$ cat src/rtl/spi_keys_rx_if.sv
// ---------------------------------------------------------------------------
// spi_keys_rx_if
//   Bundle of the SPI receive link signals and the recovered key-state outputs.
//
//   spi_clk_i     SPI SCK (mode 0), asynchronous to the core clock
//   spi_mosi_i    SPI data, MSB first
//   keys_o        last committed key state (NUM_KEYS bits)
//   keys_valid_o  one-cycle pulse when keys_o updates
//   frame_err_o   one-cycle pulse when a partial frame is discarded
//   frame_cnt_o   count of committed frames, wraps 255 -> 0
//
//   master: the side driving SCK/MOSI and observing the key outputs
//   slave : the receiver (spi_keys_rx)
// ---------------------------------------------------------------------------
interface spi_keys_rx_if #(
    parameter int NUM_KEYS = 61
);
    logic                spi_clk_i;
    logic                spi_mosi_i;
    logic [NUM_KEYS-1:0] keys_o;
    logic                keys_valid_o;
    logic                frame_err_o;
    logic [7:0]          frame_cnt_o;

    modport master (
        output spi_clk_i,
        output spi_mosi_i,
        input  keys_o,
        input  keys_valid_o,
        input  frame_err_o,
        input  frame_cnt_o
    );

    modport slave (
        input  spi_clk_i,
        input  spi_mosi_i,
        output keys_o,
        output keys_valid_o,
        output frame_err_o,
        output frame_cnt_o
    );
endinterface

$ cat src/rtl/spi_keys_rx.sv
// ---------------------------------------------------------------------------
// spi_keys_rx
//   Receive-side SPI slave for the key-state link. Oversamples SCK/MOSI on
//   the core clock, reassembles frames of ceil(NUM_KEYS/8) bytes (MSB first
//   within each byte, byte 0 first) and publishes them as a parallel key
//   vector. Frame alignment is by byte counting; a partial frame is dropped
//   when SCK stays idle for IDLE_TIMEOUT core cycles.
//
//   clk_g_int_buf  core clock, at least 4x SCK
//   rstn_g_i       asynchronous active-low reset
//   bus            spi_keys_rx_if.slave (SCK/MOSI in, key state out)
//
//   Latency: the last SCK rise of a frame captured by synchroniser stage 1
//   at edge E gives keys_o/frame_cnt_o updated and keys_valid_o high at E+4.
// ---------------------------------------------------------------------------
module spi_keys_rx #(
    parameter int NUM_KEYS     = 61,
    parameter int IDLE_TIMEOUT = 255
) (
    input  logic          clk_g_int_buf,
    input  logic          rstn_g_i,
    spi_keys_rx_if.slave  bus
);
    localparam int GROUPS = (NUM_KEYS + 7) / 8;
    localparam int BC_W   = $clog2(GROUPS) + 1;
    localparam int KI_W   = (NUM_KEYS > 1) ? $clog2(NUM_KEYS) : 1;

    localparam logic [BC_W-1:0] LAST_BYTE = BC_W'(GROUPS - 1);
    // Timeout fires on the edge where idle_cnt becomes IDLE_TIMEOUT.
    localparam logic [15:0]     TO_PRE    = 16'(IDLE_TIMEOUT - 1);

    localparam logic [1:0] ST_IDLE   = 2'd0;
    localparam logic [1:0] ST_RECV   = 2'd1;
    localparam logic [1:0] ST_COMMIT = 2'd2;

    // Synchronisers: [0] = stage 1, [1] = stage 2, [2] = edge-detect history.
    logic [2:0] sck_s;
    logic [1:0] mosi_s;
    logic       sck_rise_q;
    logic       mosi_q;

    logic [1:0]          state;
    logic [2:0]          bit_cnt;
    logic [BC_W-1:0]     byte_cnt;
    logic [6:0]          shift_q;   // earlier bits of the byte in progress
    logic [NUM_KEYS-1:0] shadow;    // padding bits are never stored
    logic [15:0]         idle_cnt;
    logic [7:0]          byte_in;

    assign byte_in = {shift_q, mosi_q};

    // NOTE: every sequential assignment is non-blocking so all flops sample
    // pre-edge values regardless of statement order.
    always_ff @(posedge clk_g_int_buf or negedge rstn_g_i) begin
        if (!rstn_g_i) begin
            sck_s      <= '0;
            mosi_s     <= '0;
            sck_rise_q <= 1'b0;
            mosi_q     <= 1'b0;
        end else begin
            sck_s      <= {sck_s[1:0], bus.spi_clk_i};
            mosi_s     <= {mosi_s[0], bus.spi_mosi_i};
            // Strobe and data registered together so they stay aligned.
            sck_rise_q <= sck_s[1] & ~sck_s[2];
            mosi_q     <= mosi_s[1];
        end
    end

    always_ff @(posedge clk_g_int_buf or negedge rstn_g_i) begin
        if (!rstn_g_i) begin
            state            <= ST_IDLE;
            bit_cnt          <= '0;
            byte_cnt         <= '0;
            shift_q          <= '0;
            // NOTE: shadow is a register bank, not a RAM, and it is reset to
            // all ones so a truncated first frame can never expose garbage.
            shadow           <= '1;
            idle_cnt         <= '0;
            bus.keys_o       <= '1;
            bus.keys_valid_o <= 1'b0;
            bus.frame_err_o  <= 1'b0;
            bus.frame_cnt_o  <= '0;
        end else begin
            bus.keys_valid_o <= 1'b0;
            bus.frame_err_o  <= 1'b0;

            if (sck_rise_q) begin
                idle_cnt <= '0;
            end else if (idle_cnt != 16'hFFFF) begin
                idle_cnt <= idle_cnt + 16'd1;
            end

            case (state)
                ST_IDLE: begin
                    bit_cnt  <= '0;
                    byte_cnt <= '0;
                    if (sck_rise_q) begin
                        shift_q <= byte_in[6:0];
                        bit_cnt <= 3'd1;
                        state   <= ST_RECV;
                    end
                end

                ST_RECV: begin
                    if (sck_rise_q) begin
                        shift_q <= byte_in[6:0];
                        bit_cnt <= bit_cnt + 3'd1;   // wraps to 0 after bit 7
                        if (bit_cnt == 3'd7) begin
                            for (int b = 0; b < 8; b++) begin
                                if (int'(byte_cnt) * 8 + b < NUM_KEYS) begin
                                    shadow[KI_W'(int'(byte_cnt) * 8 + b)] <= byte_in[b];
                                end
                            end
                            byte_cnt <= byte_cnt + 1'b1;
                            if (byte_cnt == LAST_BYTE) begin
                                state <= ST_COMMIT;
                            end
                        end
                    end else if (idle_cnt == TO_PRE) begin
                        bit_cnt         <= '0;
                        byte_cnt        <= '0;
                        bus.frame_err_o <= 1'b1;
                        state           <= ST_IDLE;
                    end
                end

                ST_COMMIT: begin
                    // An SCK rise here is impossible at >=4x oversampling and
                    // is dropped if it ever happens.
                    bus.keys_o       <= shadow;
                    bus.keys_valid_o <= 1'b1;
                    bus.frame_cnt_o  <= bus.frame_cnt_o + 8'd1;
                    byte_cnt         <= '0;
                    state            <= ST_IDLE;
                end

                default: begin
                    state <= ST_IDLE;
                end
            endcase
        end
    end
endmodule

$ cat src/flat_wrapper.sv
// flat-port wrapper written by rule: the top's interface ports become plain ports
module spi_keys_rx_flat 
#(
    parameter int NUM_KEYS     = 61,
    parameter int IDLE_TIMEOUT = 255
)
  (clk_g_int_buf, rstn_g_i, bus_spi_clk_i, bus_spi_mosi_i, bus_keys_o, bus_keys_valid_o, bus_frame_err_o, bus_frame_cnt_o);
  spi_keys_rx_if #(.NUM_KEYS(NUM_KEYS)) bus_i ();
  input  logic clk_g_int_buf;
  input  logic rstn_g_i;
  input wire logic [$bits(bus_i.spi_clk_i)-1:0] bus_spi_clk_i;
  input wire logic [$bits(bus_i.spi_mosi_i)-1:0] bus_spi_mosi_i;
  output wire logic [$bits(bus_i.keys_o)-1:0] bus_keys_o;
  output wire logic [$bits(bus_i.keys_valid_o)-1:0] bus_keys_valid_o;
  output wire logic [$bits(bus_i.frame_err_o)-1:0] bus_frame_err_o;
  output wire logic [$bits(bus_i.frame_cnt_o)-1:0] bus_frame_cnt_o;
  assign bus_i.spi_clk_i = bus_spi_clk_i;
  assign bus_i.spi_mosi_i = bus_spi_mosi_i;
  assign bus_keys_o = bus_i.keys_o;
  assign bus_keys_valid_o = bus_i.keys_valid_o;
  assign bus_frame_err_o = bus_i.frame_err_o;
  assign bus_frame_cnt_o = bus_i.frame_cnt_o;
  spi_keys_rx #(.NUM_KEYS(NUM_KEYS), .IDLE_TIMEOUT(IDLE_TIMEOUT)) u_core (.clk_g_int_buf(clk_g_int_buf), .rstn_g_i(rstn_g_i), .bus(bus_i));
endmodule
$ cat config.mk
export PLATFORM = sky130hd
export DESIGN_NAME = spi_keys_rx_flat
export DESIGN_NICKNAME = d
export VERILOG_FILES = /design/src/rtl/spi_keys_rx_if.sv /design/src/rtl/spi_keys_rx.sv /design/src/flat_wrapper.sv
export SDC_FILE = /design/constraint.sdc
export NUM_CORES = 1
export LEC_CHECK = 0
export CAP_MARGIN = 20
export CORE_ASPECT_RATIO = 1.75
export CORE_MARGIN = 2
export CORE_UTILIZATION = 45
export CTS_BUF_LIST = sky130_fd_sc_hd__clkbuf_2
export DETAILED_ROUTE_END_ITERATION = 10
export PLACE_DENSITY = 0.66
export SETUP_SLACK_MARGIN = 0.05
export SYNTH_ARGS = -nofsm -noshare
export SYNTH_HDL_FRONTEND = slang
export SYNTH_SLANG_ARGS = --single-unit
$ cat constraint.sdc
create_clock -name clk_g_int_buf -period 1.8 [get_ports clk_g_int_buf]
set_input_delay 0.18 -clock clk_g_int_buf [delete_from_list [all_inputs] [get_ports clk_g_int_buf]]
set_output_delay 0.18 -clock clk_g_int_buf [all_outputs]
set_load 0.05 [all_outputs]
==> flow_metrics.env <==
# source this file to load flow results
export IMPL_status="finished clean"
export IMPL_comb_cells=384
export IMPL_clkCellAreaFrac_pct=2.78
export IMPL_hold_buffers=4
export IMPL_combGateArea_um2=2200
export IMPL_cts_resized_gates=84
export IMPL_maxCapViolCount=0
export IMPL_worst_hold_slack_ns=0.196
export IMPL_synthDistinctLibCells=43
export IMPL_p_seq_share_pct=64.0
export IMPL_drt_iter0_drc=224
export IMPL_clock_fmax_ghz=0.564
export IMPL_internal_power_mw=4.54
export IMPL_finalCritPeriodShare_pct=98.5
export IMPL_ys_sh_simple_pct=18.4
export IMPL_p_switching_mw=1.80
export IMPL_startpoint_type="flip-flop"
export IMPL_synth_xor_area_share_pct=1.42
export IMPL_cts_made_buffers=17
export IMPL_dpl_hpwl_um=9270
export IMPL_top_cell="nand2_1"
export IMPL_cts_root_buf="clkbuf_2"
export IMPL_grt_max_degree=64
export IMPL_layout_drive_gt1_share_pct=45.4
export IMPL_yosysCellCount=615
export IMPL_slew_violations=0
export IMPL_synth_area_um2=6770
export IMPL_grt_usage_pct=17.1
export IMPL_regToRegSetupSlack_ns=0.03
export IMPL_fillCellCount=1217
export IMPL_crit_end="u_core.idle_cnt[3]"
export IMPL_top_cells_by_area="dfstp_2 (47%), dfrtp_1 (18%), nand2_1 (12%), mux2_2 (5.7%), clkbuf_1 (2.6%)"
export IMPL_warnings=32
export IMPL_grt_pass1_vias=4634
export IMPL_timing_final_ws_setup_ns=0.0279
export IMPL_areaGrowthSynthToFinish_pct=25.2
export IMPL_finalHoldViolCount=0
export IMPL_comb_area_share_pct=25.9
export IMPL_wirelength_um=13500
export IMPL_tritoncts="yes"
export IMPL_cts_path_max_buffers=2
export IMPL_r2r_cells=5
export IMPL_synthFlopType="dfstp_2"
export IMPL_clock_sinks=171
export IMPL_clkbuf_count=17
export IMPL_regArea_um2=4440
export IMPL_yosysWarnings=0
export IMPL_ys_top_logic_family="simple AND/OR/NAND/NOR gates"
export IMPL_fp_util_pct=45.8
export IMPL_buffer_area_share_pct=15.9
export IMPL_startpoint="u_core.idle_cnt[0]"
export IMPL_synth_cellmix_compoundShare_pct=3.94
export IMPL_min_path_type="in2async"
export IMPL_finalPower_mw=6.35
export IMPL_insertion_delay_ns=0.73
export IMPL_top_area_cell="dfstp_2"
export IMPL_cts_setup_buffers=2
export IMPL_synthArstFlopShare_pct=100
export IMPL_n_all_buffers=119
export IMPL_grt_pass1_wl_um=22500
export IMPL_grt_util_met3_pct=3.41
export IMPL_ant_nets=0
export IMPL_setup_worst_path_end_class="flip-flop"
export IMPL_inverters=7
export IMPL_grtUsageMet1_pct=19.9
export IMPL_syn_inst=615
export IMPL_gr_usage_met2_pct=30.9
export IMPL_path_max_fanout=5
export IMPL_placed_cell_area_um2=7710
export IMPL_post_synth_cell_area_avg_um2=11.0
export IMPL_num_io_pins=75
export IMPL_setup_viol=0
export IMPL_yosysSeqAreaShare_pct=65.5
export IMPL_dp_cells=846
export IMPL_pwr_share_comb_pct=5.5
export IMPL_synth_nets=626
export IMPL_clk_pin_slew_ns=0.28
export IMPL_pwr_share_clk_pct=30.5
export IMPL_ys_chip_area_um2=6770
export IMPL_synthDominantCellAreaShare_pct=47.4
export IMPL_vias_per_cell=5.11
export IMPL_top_cells_by_count="nand2_1 (223), dfstp_2 (122), dfrtp_1 (49)"
export IMPL_die_area_um2=16100
export IMPL_max_slew_margin_rel_pct=64.8
export IMPL_antenna_found_initial=1
export IMPL_final_nets=711
export IMPL_r2r_start="u_core.idle_cnt[0]"
export IMPL_diodes=1
export IMPL_wire_per_inst_um=15.0
export IMPL_fin_crit_ns=1.77
export IMPL_synthMuxAreaShare_pct=6.03
export IMPL_tap_cells=183
export IMPL_synth_edff_count=0
export IMPL_critical_path_arrival_ns=2.41
export IMPL_rr_endpoint="u_core.idle_cnt[3]"
export IMPL_fin_cells=897
export IMPL_powerDensity_nw_per_um2=749
export IMPL_dominant_cells="registers"
export IMPL_drc=0
export IMPL_crit_required_ns=2.44
export IMPL_worst_pin_slew_ns=0.526
export IMPL_port_buffers=74
export IMPL_num_vias=4584
export IMPL_setup_tns_ns=0
export IMPL_critPathKind="reg2reg"
export IMPL_drtPass1Iterations=5
export IMPL_gp_congestion=0.945
export IMPL_ff_count=171
export IMPL_leakagePower_nw=3.91
export IMPL_htreeDepth=4
export IMPL_rsz0062_at_grt="true"
export IMPL_ys_ff=171
export IMPL_grt_busiest_layer="met2"
export IMPL_dp_slack_ns=0.0166
export IMPL_p_sw_share_pct=28.4
export IMPL_overflow=0
export IMPL_ys_sh_adder_pct=1.29
export IMPL_skew_ns=0.0433
==> state kept, by name, indices dropped and copies added, names as in the netlist <==
signal,count
u_core.bus.frame_err_o,1
u_core.shift_q,7
u_core.bit_cnt,3
u_core.sck_rise_q,1
u_core.mosi_q,1
u_core.state,2
u_core.bus.frame_cnt_o,8
u_core.bus.keys_o,61
u_core.bus.keys_valid_o,1
u_core.idle_cnt,16
u_core.byte_cnt,4
u_core.sck_s,3
u_core.shadow,61
u_core.mosi_s,2
==> routing by layer <==
layer  wire length, µm  vias to the layer above
met2              7460                      105
met3               381                       16
met1              5410                     2295
met4               210                        0
met5                 0                        -
li1                  -                     2168
==> critical path, cell delays in order (launching register included) <==
cell and delay (ns):
dfrtp_1 0.45, ha_4 0.17, nand4_1 0.14, or4_4 0.46, and3_4 0.20, mux2_4 0.29
==> power by group through the flow <==
stage	sequential [mW]	clock [mW]	combinational, mW
after floorplan	4.06	0	0.156
after global placement	4.11	0	0.286
after detailed placement	4.11	0	0.302
after CTS	4.06	2.03	0.344
after global routing	4.08	2.19	0.395
final	4.06	1.94	0.349
==> cell usage in the layout, fill, tap and decap left out, drive strengths merged, types with 2 or more instances in the layout <==
cell type / instances
a211oi: 2
a21oi: 8
a22o: 3
a31oi: 2
a32oi: 2
and3: 6
buf: 110
clkbuf: 20
clkdlybuf4s50: 2
clkinv: 6
dfrtp: 49
dfstp: 122
dlygate4sd3: 4
ha: 7
inv: 15
mux2: 35
nand2: 223
nand2b: 2
nand3: 6
nand4: 13
nor2: 14
nor2b: 6
nor3: 9
nor4: 2
o211ai: 4
o21a: 3
o21ai: 6
o31ai: 4
or3: 2
or4: 5
xnor2: 8
xor2: 3
Power grid:
Pins as bars on the die edge.
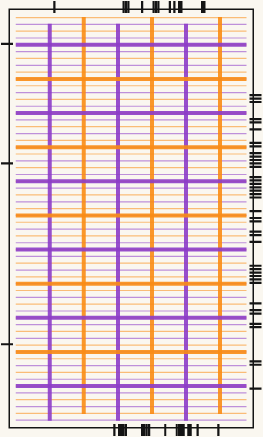
colour	net
orange	VDD
purple	VSS
signal pins	75
met5 straps	11
met4 straps	6
VDD IR-drop max: 0.000424 V
Die Ht: 166 µm
DIE WIDTH: 96.7 µm
core area: 14800 µm²

Cell classes on the final placement:
Scale bar: 20 µm.
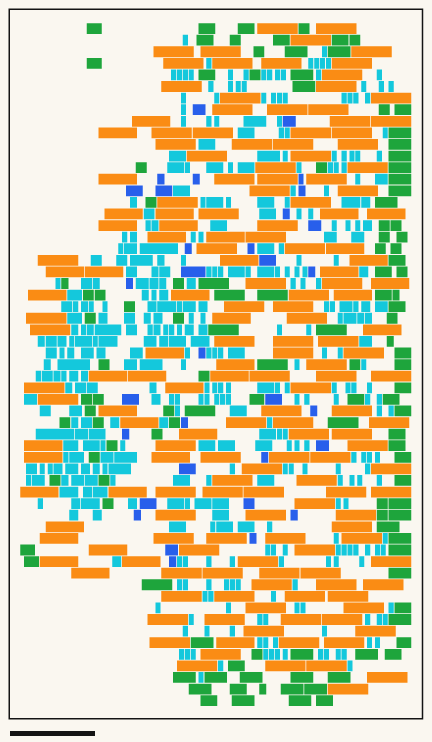
colour	class	cells	share of their area
green	other buffers and delay cells	119	16%
cyan	combinational and other logic	391	27%
blue	clock drivers and dummy loads	32	2.9%
orange	flops	171	54%
final instance area: 8470 µm²
final core occ: 57.4%
sequential cell area share: 52.4%
row count: 59

Power is estimated from default activity; no workload was simulated.
